### Power grid, run 1

Bar = 20 um. Pins as bars on the die edge.
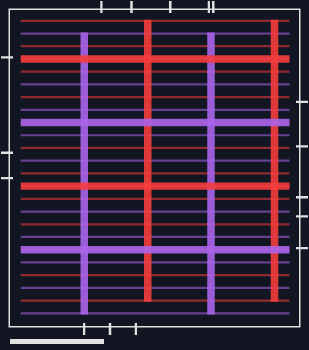
### Cells colored by class, run 1

Fill, decap, tap and diode cells in gray.
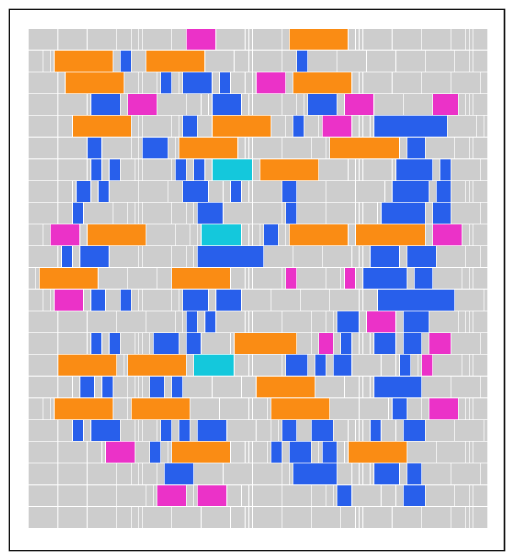
### Clock distribution, run 1

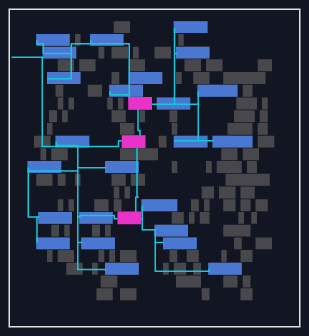
$ cat src/rtl/s2p_pkg.sv
// rtl/s2p_pkg.sv - shared types and constants for the serial-to-parallel parity receiver
package s2p_pkg;

  typedef enum logic [1:0] {
    IDLE   = 2'd0,
    SHIFT  = 2'd1,
    PARITY = 2'd2,
    DONE   = 2'd3
  } state_t;

  localparam int DATA_W_DEF = 8;

  localparam bit PAR_EVEN = 1'b0;
  localparam bit PAR_ODD  = 1'b1;

endpackage

$ cat src/rtl/s2p_parity_rx_if.sv
// rtl/s2p_parity_rx_if.sv - serial input / parallel output bundle (err_count under S2P_ERR_CNT_EN)
import s2p_pkg::*;

interface s2p_parity_rx_if #(
  parameter int DATA_W = DATA_W_DEF
);
  logic              sin;
  logic              sin_valid;
  logic              sof;
  logic [DATA_W-1:0] data_out;
  logic              data_valid;
  logic              parity_err;
  logic              busy;
`ifdef S2P_ERR_CNT_EN
  logic [7:0]        err_count;
`endif

  modport master (
    output sin, sin_valid, sof,
    input  data_out, data_valid, parity_err, busy
`ifdef S2P_ERR_CNT_EN
    , input err_count
`endif
  );

  modport slave (
    input  sin, sin_valid, sof,
    output data_out, data_valid, parity_err, busy
`ifdef S2P_ERR_CNT_EN
    , output err_count
`endif
  );

endinterface

$ cat src/rtl/s2p_parity_rx_parity_calc.sv
// rtl/s2p_parity_rx_parity_calc.sv - XOR-reduction parity with even/odd select, shared with the transmitter
import s2p_pkg::*;

module parity_calc #(
  parameter int DATA_W     = DATA_W_DEF,
  parameter bit PARITY_ODD = PAR_EVEN
) (
  input  logic [DATA_W-1:0] data,
  output logic              par
);

  // Even mode: parity is the XOR of the data; odd mode inverts it.
  assign par = (^data) ^ PARITY_ODD;

endmodule

$ cat src/rtl/s2p_parity_rx.sv
// rtl/s2p_parity_rx.sv - serial-to-parallel receiver with parity check (optional err_count via S2P_ERR_CNT_EN)
import s2p_pkg::*;

module s2p_parity_rx #(
  parameter int DATA_W     = DATA_W_DEF,
  parameter bit PARITY_ODD = PAR_EVEN
) (
  input  logic            clk,
  input  logic            reset,
  s2p_parity_rx_if.slave  bus
);

  localparam int CNT_W = $clog2(DATA_W + 1);

  state_t            state;
  state_t            state_nxt;
  logic [DATA_W-1:0] shreg;
  logic [CNT_W-1:0]  cnt;
  logic [DATA_W-1:0] data_q;
  logic              valid_q;
  logic              perr_q;
  logic              exp_par;
  logic              start;
  logic              last_bit;
  logic              par_take;

  parity_calc #(
    .DATA_W     (DATA_W),
    .PARITY_ODD (PARITY_ODD)
  ) u_parity_calc (
    .data (shreg),
    .par  (exp_par)
  );

  // Qualified strobes: a valid sof restarts from any state; the parity bit is accepted only without sof.
  always_comb begin
    start    = bus.sin_valid & bus.sof;
    last_bit = (cnt == CNT_W'(DATA_W - 1));
    par_take = (state == PARITY) & bus.sin_valid & ~bus.sof;
  end

  // State register.
  always_ff @(posedge clk) begin
    if (reset) begin
      state <= IDLE;
    end else begin
      state <= state_nxt;
    end
  end

  // Next-state logic; a valid sof always (re)starts a frame, which also covers back-to-back from DONE.
  always_comb begin
    state_nxt = state;
    case (state)
      IDLE: begin
        if (start) state_nxt = SHIFT;
      end
      SHIFT: begin
        if (start)                          state_nxt = SHIFT;
        else if (bus.sin_valid && last_bit) state_nxt = PARITY;
      end
      PARITY: begin
        if (start)              state_nxt = SHIFT;
        else if (bus.sin_valid) state_nxt = DONE;
      end
      DONE: begin
        state_nxt = start ? SHIFT : IDLE;
      end
      default: state_nxt = IDLE;
    endcase
  end

  // Shift register, bit counter and registered result; data_out survives aborts, only reset clears it.
  always_ff @(posedge clk) begin
    if (reset) begin
      shreg   <= '0;
      cnt     <= '0;
      data_q  <= '0;
      valid_q <= 1'b0;
      perr_q  <= 1'b0;
    end else begin
      valid_q <= 1'b0;
      perr_q  <= 1'b0;
      if (start) begin
        shreg <= {bus.sin, shreg[DATA_W-1:1]};
        cnt   <= CNT_W'(1);
      end else if (state == SHIFT && bus.sin_valid) begin
        shreg <= {bus.sin, shreg[DATA_W-1:1]};
        cnt   <= cnt + CNT_W'(1);
      end
      if (par_take) begin
        data_q  <= shreg;
        valid_q <= 1'b1;
        perr_q  <= bus.sin ^ exp_par;
      end
    end
  end

  assign bus.data_out   = data_q;
  assign bus.data_valid = valid_q;
  assign bus.parity_err = perr_q;
  assign bus.busy       = (state == SHIFT) || (state == PARITY);

`ifdef S2P_ERR_CNT_EN
  logic [7:0] err_cnt_q;

  // Saturating count of parity errors, cleared only by reset.
  always_ff @(posedge clk) begin
    if (reset) begin
      err_cnt_q <= '0;
    end else if (perr_q && err_cnt_q != 8'hFF) begin
      err_cnt_q <= err_cnt_q + 8'd1;
    end
  end

  assign bus.err_count = err_cnt_q;
`endif

endmodule

$ cat src/flat_wrapper.sv
// flat-port wrapper written by rule: the top's interface ports become plain ports
module s2p_parity_rx_flat 
#(
  parameter int DATA_W     = DATA_W_DEF,
  parameter bit PARITY_ODD = PAR_EVEN
)
  (clk, reset, bus_sin, bus_sin_valid, bus_sof, bus_data_out, bus_data_valid, bus_parity_err, bus_busy);
  s2p_parity_rx_if #(.DATA_W(DATA_W)) bus_i ();
  input  logic clk;
  input  logic reset;
  input wire logic [$bits(bus_i.sin)-1:0] bus_sin;
  input wire logic [$bits(bus_i.sin_valid)-1:0] bus_sin_valid;
  input wire logic [$bits(bus_i.sof)-1:0] bus_sof;
  output wire logic [$bits(bus_i.data_out)-1:0] bus_data_out;
  output wire logic [$bits(bus_i.data_valid)-1:0] bus_data_valid;
  output wire logic [$bits(bus_i.parity_err)-1:0] bus_parity_err;
  output wire logic [$bits(bus_i.busy)-1:0] bus_busy;
  assign bus_i.sin = bus_sin;
  assign bus_i.sin_valid = bus_sin_valid;
  assign bus_i.sof = bus_sof;
  assign bus_data_out = bus_i.data_out;
  assign bus_data_valid = bus_i.data_valid;
  assign bus_parity_err = bus_i.parity_err;
  assign bus_busy = bus_i.busy;
  s2p_parity_rx #(.DATA_W(DATA_W), .PARITY_ODD(PARITY_ODD)) u_core (.clk(clk), .reset(reset), .bus(bus_i));
endmodule
$ cat config.mk
export PLATFORM = sky130hd
export DESIGN_NAME = s2p_parity_rx_flat
export DESIGN_NICKNAME = d
export VERILOG_FILES = /design/src/rtl/s2p_pkg.sv /design/src/rtl/s2p_parity_rx_if.sv /design/src/rtl/s2p_parity_rx_parity_calc.sv /design/src/rtl/s2p_parity_rx.sv /design/src/flat_wrapper.sv
export SDC_FILE = /design/constraint.sdc
export NUM_CORES = 1
export LEC_CHECK = 0
export CELL_PAD_IN_SITES_DETAIL_PLACEMENT = 1
export CELL_PAD_IN_SITES_GLOBAL_PLACEMENT = 2
export CORE_ASPECT_RATIO = 1.1
export CORE_MARGIN = 2
export CORE_UTILIZATION = 29
export DETAILED_ROUTE_END_ITERATION = 8
export GPL_TIMING_DRIVEN = 0
export HOLD_SLACK_MARGIN = 0.1
export PLACE_DENSITY_LB_ADDON = 0.1
export SETUP_SLACK_MARGIN = 0.05
export SKIP_LAST_GASP = 1
export SYNTH_ARGS = -nofsm -noshare
export SYNTH_HDL_FRONTEND = slang
export SYNTH_SLANG_ARGS = --single-unit
export TNS_END_PERCENT = 30
$ cat constraint.sdc
create_clock -name clk -period 1.54 [get_ports clk]
set_input_delay 0.154 -clock clk [delete_from_list [all_inputs] [get_ports clk]]
set_output_delay 0.154 -clock clk [all_outputs]
set_load 0.005 [all_outputs]
==> qor.yml, run 1 <==
clock_tree:
  clk_pin_slew_ns: 0.08
  cts.path.max_buffers: 2
  cts_tree: "done"
  root_buffer: "clkbuf_8"
job:
  drv_cap: 0
final_timing:
  layout_setup_ws_ns: -0.03618
  final_hold_viol_count: 0
  maxSlewHeadroom: 0.6540
  worstMarginPinSlew_ns: 0.5190
  setup_viol: 2
  holdWs_ns: 0.4504
synth:
  yosysWarningCount: 0
  area_leaders: "dfxtp_1 (45%), mux2i_1 (8.5%), ha_1 (5.9%)"
  floorplan.nets: 123
  ys_cells: 113
  yosysTopAreaCell: "dfxtp_1"
  ys_ff: 24
  top_cell_area_share: 0.4507
  yosysUniqueCellTypes: 26
  synth.avg_cell_area_um2: 9.434
  yosys_area_um2: 1066
  synth_seq_share: 0.4507
  async_reset_ff_frac: 0
  edf_count: 0
die:
  fp_util: 0.2963
  die_w_um: 61.81
status:
  status: "finished with violations"
  violations: "negative setup slack"
layout:
  diodes: 0
  areaGrowthSynthToFinish_pct: 27.70
  nets: 143
pwr:
  switching_power_mw: 0.2862
  p_per_area_nw_per_um2: 857.2
  p_int_mw: 0.8808
  p_total_mw: 1.167
  p_seq_mw: 0.642
setup_path:
  worstPathArrival_ns: 1.74
  worst_setup_path_start_kind: "flip-flop"
grt:
  grt_pass1_wl_um: 3705
  grt_pass1_vias: 796
drt:
  post_drt_wl_per_cell_um: 12.99
  drtIter0Drc: 16
place:
  detailed_place.area_um2: 1289
## Picture notes: 'Power grid'
purple -> VSS
red -> VDD
rows = 23
met4 straps = 4
signal pins = 16

## Picture notes: 'Cells colored by class'
magenta -> remaining buffers and delay cells  # cells 19, share of their area 13%
cyan -> clock-net drivers  # cells 3, share of their area 3.2%
orange -> sequential cells  # cells 24, share of their area 38%
blue -> remaining logic cells  # cells 85, share of their area 47%
final instance area: 1361 um2
row count: 23

## Picture notes: 'Clock distribution'
magenta -> clock-net drivers  # count 3
blue -> flip-flops  # count 24
cyan -> clock wires  # length 297 um
routed clock nets = 4
maximum clock skew at final layout: 0.003860 ns
clk_lat worst skew: 0.26 ns

## run 1: logic make-up (layout without fill, tap and decap cells)
kind of cell | after synthesis | after routing | synth area share
and+or+nand+nor | 42 | 42 | 0.1831
DFF | 24 | 24 | 0.4507
AOI/OAI and AO/OA | 19 | 19 | 0.1268
muxes | 9 | 9 | 0.08451
xor gates and xnor gates | 7 | 7 | 0.07042
buffers and inverters | 7 | 25 | 0.02582
adders and majority gates | 5 | 5 | 0.05869
## run 1: final timing paths
kind	cells after the start	endpoint	slack, ns	from
max	6	u_core.state[0]	-0.04	u_core.state[1]
min	4	u_core.cnt[3]	0.45	bus_sof
max reg2reg	6	u_core.state[0]	-0.04	u_core.state[1]
min reg2reg	1	u_core.cnt[0]	0.47	u_core.cnt[0]
## run 1: per-stage QoR
step           utilization  TNS (ns)  setup slack (ns)  instances
5_1_grt             0.3784   -0.3780           -0.1445        181
2_1_floorplan            -         0           0.01453        113
4_1_cts             0.3704   -0.2148          -0.09878        180
3_3_place_gp        0.3583    -1.660           -0.2182        177
6_report            0.3784  -0.05596          -0.03618        181
3_5_place_dp        0.3583    -1.814           -0.2318        177
## run 1: metal layers
| layer | share of wire | vias up | GRT usage |
|---|---|---|---|
| li1 | - | 421 | - |
| met1 | 0.46 | 406 | 0.1508 |
| met2 | 0.51 | 10 | 0.2092 |
| met3 | 0.016 | 4 | 0.02299 |
| met4 | 0.013 | 0 | 0.04787 |
| met5 | 0 | - | 0 |
## run 1: sequential cells by signal, summed over array words and instances, names as in the netlist
name / cells
u_core.state: 2
u_core.bus.data_valid: 1
u_core.bus.data_out: 8
u_core.cnt: 4
u_core.shreg: 8
u_core.bus.parity_err: 1
## run 1: timing repair
action,in CTS,in global routing
hold buffers,0,0
setup buffers,0,1
gates resized,2,7
hold endpoints to repair,0,0
endpoints found under the setup margin,13,19
pin swaps,1,0
## run 1: worst max-delay path, cell delays in order, from the launching register on
cell and delay [ns]:
dfxtp_4 0.37, inv_2 0.05, ha_4 0.17, or2_4 0.26, a221oi_4 0.29, o22ai_1 0.13
a221oi_2 0.22
## run 1: layout make-up
| class | instances | area [um2] |
|---|---|---|
| Sequential cell | 24 | 489.2 |
| Tap cell | 50 | 62.56 |
| Buffer | 4 | 16.27 |
| Multi-Input combinational cell | 82 | 591.8 |
| Clock buffer | 3 | 41.29 |
| Inverter | 3 | 13.76 |
| Fill cell | 432 | 2236 |
| Timing Repair Buffer | 15 | 146.4 |
## run 1: cells in the final DEF (no fill, tap or decap)
cell type / n
a221oi_4: 1
nor2_2: 1
o21ai_4: 1
mux2i_1: 9
nand3b_1: 3
nand2_1: 16
clkbuf_8: 3
ha_2: 2
nor3_1: 3
inv_2: 1
nor3_2: 1
xnor3_1: 1
dfxtp_2: 1
or2_4: 1
a21oi_1: 10
ha_1: 2
a221oi_2: 1
dlygate4sd2_1: 1
buf_4: 1
a211oi_1: 1
nor3b_1: 1
buf_2: 1
nor2_1: 13
and2_1: 1
inv_1: 1
dfxtp_1: 21
clkdlybuf4s50_1: 13
inv_4: 1
and4_1: 1
xnor2_1: 6
a22oi_1: 2
o21ai_0: 2
nor2b_1: 1
clkbuf_1: 3
o22ai_1: 1
ha_4: 1
dfxtp_4: 2
### Clock nets, run 1

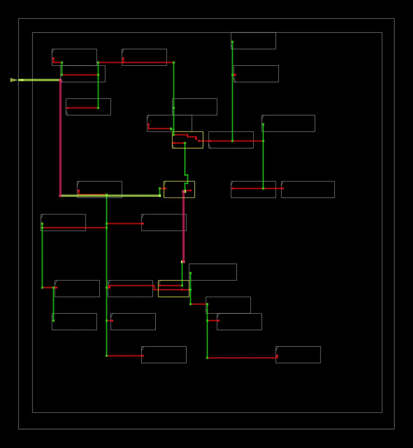

==> run 1 -> run 2 <==
--- a/config.mk
+++ b/config.mk
@@ -14,7 +14,6 @@
 export GPL_TIMING_DRIVEN = 0
 export HOLD_SLACK_MARGIN = 0.1
 export PLACE_DENSITY_LB_ADDON = 0.1
-export SETUP_SLACK_MARGIN = 0.05
 export SKIP_LAST_GASP = 1
 export SYNTH_ARGS = -nofsm -noshare
 export SYNTH_HDL_FRONTEND = slang
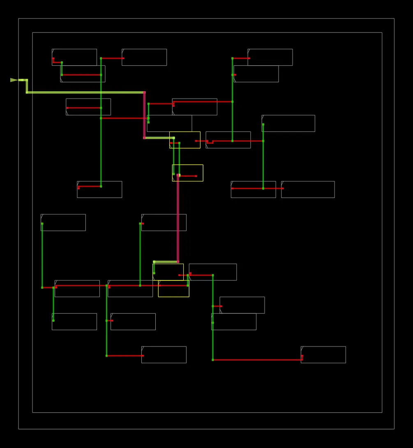
*Clock nets, run 2*
Flops: 24
Num CTS Buffers: 3
Layout clock buffers: 4

==> run 2 against run 1 <==
Critical path type unchanged. Combinational power barely moved. Register-to-register slack barely moved. Synthesized cell count did not move. Core utilization rose by 0.52 points. Cell count rose by 0.55%. Wire length rose by 1.8%. Sequential cell count did not move. Power rose by 5.3%. Via count fell by 0.71%. Highest routed layer unchanged. Clock skew fell by 0.0019 ns. The run still ends with negative setup slack left.
==> qor.yml, run 2 <==
layout:
  finalNonFillerCells: 182  # +0.55%
  lay_top_count: "dfxtp_1"
  seqCellArea_um2: 489.2  # unchanged
  areaGrowthSynthToFinish_pct: 29.46
clock_tree:
  cts_tree: "done"
synth:
  synthAoiAreaFrac: 0.1268  # unchanged
  yosysTopAreaCell: "dfxtp_1"
  ys_sh_adder: 0.05869  # unchanged
  ys_ff: 24  # unchanged
  synth_seq_share: 0.4507  # unchanged
  yosysWarningCount: 0  # unchanged
final_timing:
  final_hold_viol_count: 0  # unchanged
  layout_setup_ws_ns: -0.03253  # +0.003648 ns
  setup_viol: 2  # unchanged
worst_hold_path:
  hold_path.startpoint: "bus_sof"
setup_path:
  worst_setup_path_start_kind: "flip-flop"
  r2r-end: "u_core.state[0]"
  reg2regPathDepth: 6  # unchanged
status:
  violations: "negative setup slack"
  status: "finished with violations"
pwr:
  p_int_mw: 0.9329  # +5.9%
drt:
  drtIter0Drc: 27  # +11
  post_drt_wl_per_cell_um: 13.15  # +1.2%
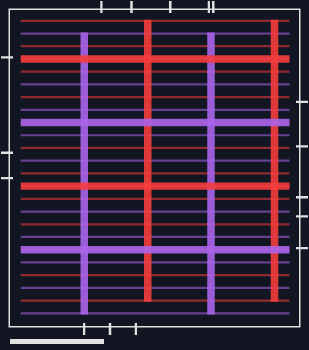
*Power grid, run 2*
Bar = 20 um. Pins as bars on the die edge.
red -> VDD
purple -> VSS
met4 straps = 4
signal pins = 16
met5 straps = 4

[run 2: cell counts after synthesis]
Identical to the previous run, type by type.
[run 2: cells by family (layout without fill, tap and decap cells)]
| group | after synthesis | count (layout) |
|---|---|---|
| xor gates and xnor gates | 7 | 7 |
| DFF | 24 | 24 |
| buffers and inverters | 7 | 26 |
| adders and majority gates | 5 | 5 |
| muxes | 9 | 9 |
| and+or+nand+nor | 42 | 42 |
| AOI/OAI and AO/OA | 19 | 19 |
[run 2: final cells by class]
type | instances | share of cell area
plain buffers | 4 | 0.01179
flip-flops and latches | 24 | 0.3545
well taps | 50 | 0.04533
multi-input cells | 82 | 0.4306
repair buffers | 15 | 0.1061
clock buffers | 4 | 0.03989
inverters | 3 | 0.01179
[run 2: worst max-delay path, delay by kind of cell, from the launching register on]
kind / cells / cell delay [ns]
AND/OR/NAND/NOR: 1 / 0.24
AND-OR/OR-AND: 3 / 0.64
flip-flops: 1 / 0.39
adder cells (fa/ha/maj): 1 / 0.17
buffers and inverters: 1 / 0.05
[run 2: worst max-delay path by stage]
stage	slack, ns	startpoint	to
4_1_cts	-0.10	u_core.state[1]	u_core.state[0]
3_3_place_gp	-0.22	bus_sin_valid	u_core.cnt[0]
3_5_place_dp	-0.28	bus_sin_valid	u_core.cnt[0]
6_report	-0.03	u_core.state[1]	u_core.state[0]
2_1_floorplan	0.01	u_core.state[1]	u_core.state[1]
5_1_grt	-0.14	u_core.state[1]	u_core.state[0]
[run 2: power by group through the flow]
stage / clock network [mW] / registers, mW / logic [mW]
3_5_place_dp: 0 / 0.657 / 0.162
3_3_place_gp: 0 / 0.656 / 0.158
6_report: 0.421 / 0.642 / 0.166
4_1_cts: 0.442 / 0.642 / 0.162
2_1_floorplan: 0 / 0.654 / 0.113
5_1_grt: 0.460 / 0.644 / 0.185
[run 2: per-stage QoR]
| step | setup WS (ns) | area [um2] |
|---|---|---|
| 2_1_floorplan | 0.01453 | 1086 |
| 3_3_place_gp | -0.2173 | 1289 |
| 3_5_place_dp | -0.2795 | 1289 |
| 4_1_cts | -0.1002 | 1346 |
| 5_1_grt | -0.1383 | 1380 |
| 6_report | -0.03253 | 1380 |
[run 2: repair_timing]
action | 4_1_cts | 5_1_grt
pin swaps | 1 | 2
buffers inserted | 0 | 1
resized | 2 | 8
endpoints found under the setup margin | 13 | 13
hold endpoints to repair | 0 | 0
[run 2: layer usage]
layer  up-vias  part of all wire  routed length [um]  track usage
met4         0            0.0088                  21      0.03989
met2        10              0.52                1249       0.2118
li1        421                 -                   -            -
met1       400              0.45                1066       0.1572
met3         4             0.023                  56      0.02299
met5         -                 0                   0            0
### Clock distribution, run 2

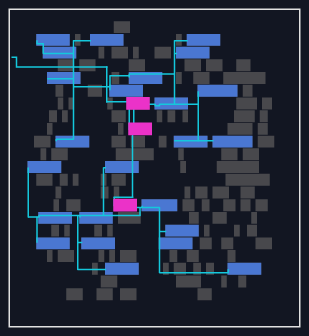

==> run 2 -> run 3 <==
--- a/config.mk
+++ b/config.mk
@@ -9,7 +9,7 @@
 export CELL_PAD_IN_SITES_GLOBAL_PLACEMENT = 2
 export CORE_ASPECT_RATIO = 1.1
 export CORE_MARGIN = 2
-export CORE_UTILIZATION = 29
+export CORE_UTILIZATION = 32
 export DETAILED_ROUTE_END_ITERATION = 8
 export GPL_TIMING_DRIVEN = 0
 export HOLD_SLACK_MARGIN = 0.1
==> constraint.sdc (replaced) <==
create_clock -name clk -period 1.6 [get_ports clk]
set_input_delay 0.16 -clock clk [delete_from_list [all_inputs] [get_ports clk]]
set_output_delay 0.16 -clock clk [all_outputs]
set_load 0.005 [all_outputs]
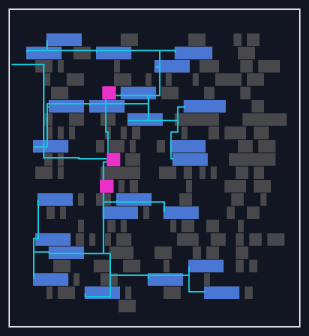
*Clock distribution, run 3*
magenta -> clock-net drivers  # count 3
blue -> flip-flops  # count 24
cyan -> clock wires  # length 276 um
routed clock nets = 4
Clk power: 0.311 mW
maximum clock skew at final layout: 0.004168 ns

==> run 3 against run 2 <==
The flow still finishes with violations (negative setup slack). Non-clock buffer count up 5. Setup slack better by 0.022 ns. Cell count decreased by 6.0%. Fmax is 2.4% lower. Final area fell by 0.27%. Register-to-register slack gained 0.02 ns. Area after synthesis is the same. Clock skew rose by 0.0022 ns. Wire length decreased by 4.8%. Sequential power is 3.4% lower. Clock-buffer cell count did not move.
==> qor.yml, run 3 <==
status:
  status: "finished with violations"
  violations: "negative setup slack"
setup_path:
  cp_cell_sequence: "buf_6, ha_4, or2_4, a221oi_4, o22ai_2, a221oi_2"
  path_delay_family: "AND-OR/OR-AND gates"
  worst_setup_path_start_kind: "flip-flop"
  path_depth: 6  # unchanged
  cp.buffers_inverters: 1  # unchanged
  cp-startpoint: "u_core.state[1]"
  reg2regPathDepth: 6  # unchanged
drt:
  ant_nets: 0
  post_drt_wl_per_cell_um: 13.33  # +1.3%
  drtIter0Drc: 23  # -15%
  vias: 848
clock_tree:
  numCtsBuffers: 3  # unchanged
  cts_tree: "done"
layout:
  nets: 148
  lay_top_count: "dfxtp_1"
  post_route_cells_drive_above_1_share: 0.1606
  areaGrowthSynthToFinish_pct: 29.11
  mi_logic_area_um2: 591.8
  seqCellArea_um2: 485.5  # -0.77%
synth:
  yosysWarningCount: 0  # unchanged
  top_cell_area_share: 0.4507
  synth_seq_share: 0.4507  # unchanged
  ys_ff: 24  # unchanged
  area_leaders: "dfxtp_1 (45%), mux2i_1 (8.5%), ha_1 (5.9%)"
  synth.most_common_cell: "dfxtp_1"
  ys_cells: 113
  yosysTopAreaCell: "dfxtp_1"
final_timing:
  clock.fmax_ghz: 0.6208
  finalClockPeriodUsage: 1.007
  setup_viol: 1  # -1
  layout_setup_ws_ns: -0.01071  # +0.02182 ns
  final_hold_viol_count: 0  # unchanged
grt:
  antenna_found_initial: 0
die:
  io_pins: 16
place:
  preCtsSetupSlack_ns: -0.1893  # +0.09018 ns
worst_hold_path:
  hold_path.startpoint: "bus_sof"
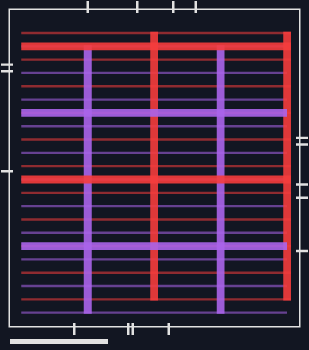
*Power grid, run 3*
Bar = 20 um. Pins as bars on the die edge.
red -> VDD
purple -> VSS
rows = 21
signal pins = 16
Core ar.: 3100 um2
Die W: 59.03 um
height of the die: 64.54 um
peak supply drop: 0.3816 mV

run 3: logic make-up after synthesis:
family	share of synthesized area
fa+ha+maj	0.05869
compound gates	0.1268
simple gates	0.1831
xor+xnor	0.07042
flops	0.4507
mux	0.08451
buf+inv	0.02582
run 3: through the flow:
| stage | utilization | hold WS, ns | std cells | area [um2] | TNS, ns |
|---|---|---|---|---|---|
| floorplan | - | 0.2262 | 113 | 1069 | 0 |
| global placement | 0.4036 | 0.4789 | 161 | 1251 | -1.042 |
| detailed placement | 0.4036 | 0.4871 | 161 | 1251 | -1.352 |
| CTS | 0.4423 | 0.3616 | 171 | 1371 | -0.05545 |
| global route | 0.4439 | 0.4521 | 171 | 1376 | -0.2980 |
| finish | 0.4439 | 0.3707 | 171 | 1376 | -0.01071 |
run 3: worst paths after layout:
path | slack [ns] | to
setup / recovery | -0.01 | u_core.state[0]
hold / removal | 0.37 | u_core.cnt[3]
setup reg to reg | -0.01 | u_core.state[0]
hold reg to reg | 0.50 | u_core.shreg[0]
run 3: power breakdown:
| part | total (mW) | internal, mW | leakage (nW) | switching, mW |
|---|---|---|---|---|
| Combinational | 0.176 | 0.0871 | 0.328 | 0.0889 |
| Clock | 0.311 | 0.139 | 0.0210 | 0.172 |
| Sequential | 0.620 | 0.608 | 0.195 | 0.0112 |
| Total | 1.11 | 0.834 | 0.544 | 0.272 |
run 3: worst min-delay path, cell delays in order:
cell	delay [ns]
clkbuf_1	0.16
nor3_1	0.16
a22oi_1	0.09
nor2_1	0.08
run 3: what timing repair did:
item                       4_1_cts  5_1_grt
setup endpoints to repair       13        7
resized                         12        2
setup buffers                    6        0
pin swaps                        4        2
run 3: area by class of cell:
cell class,count,share of cell area
Sequential cell,24,0.3527
Clock buffer,4,0.02636
Inverter,3,0.01182
Tap cell,34,0.03091
Timing Repair Buffer,20,0.1364
Buffer,4,0.01182
Multi-Input combinational cell,82,0.4300
run 3: per-layer routing:
| layer | vias up | part of all wire | track usage |
|---|---|---|---|
| met5 | - | 0 | 0 |
| met4 | 0 | 0.0083 | 0.04261 |
| met3 | 2 | 0.019 | 0.01796 |
| met2 | 8 | 0.51 | 0.2264 |
| met1 | 405 | 0.46 | 0.1661 |
| li1 | 433 | - | - |
Power is estimated from default activity; no workload was simulated.
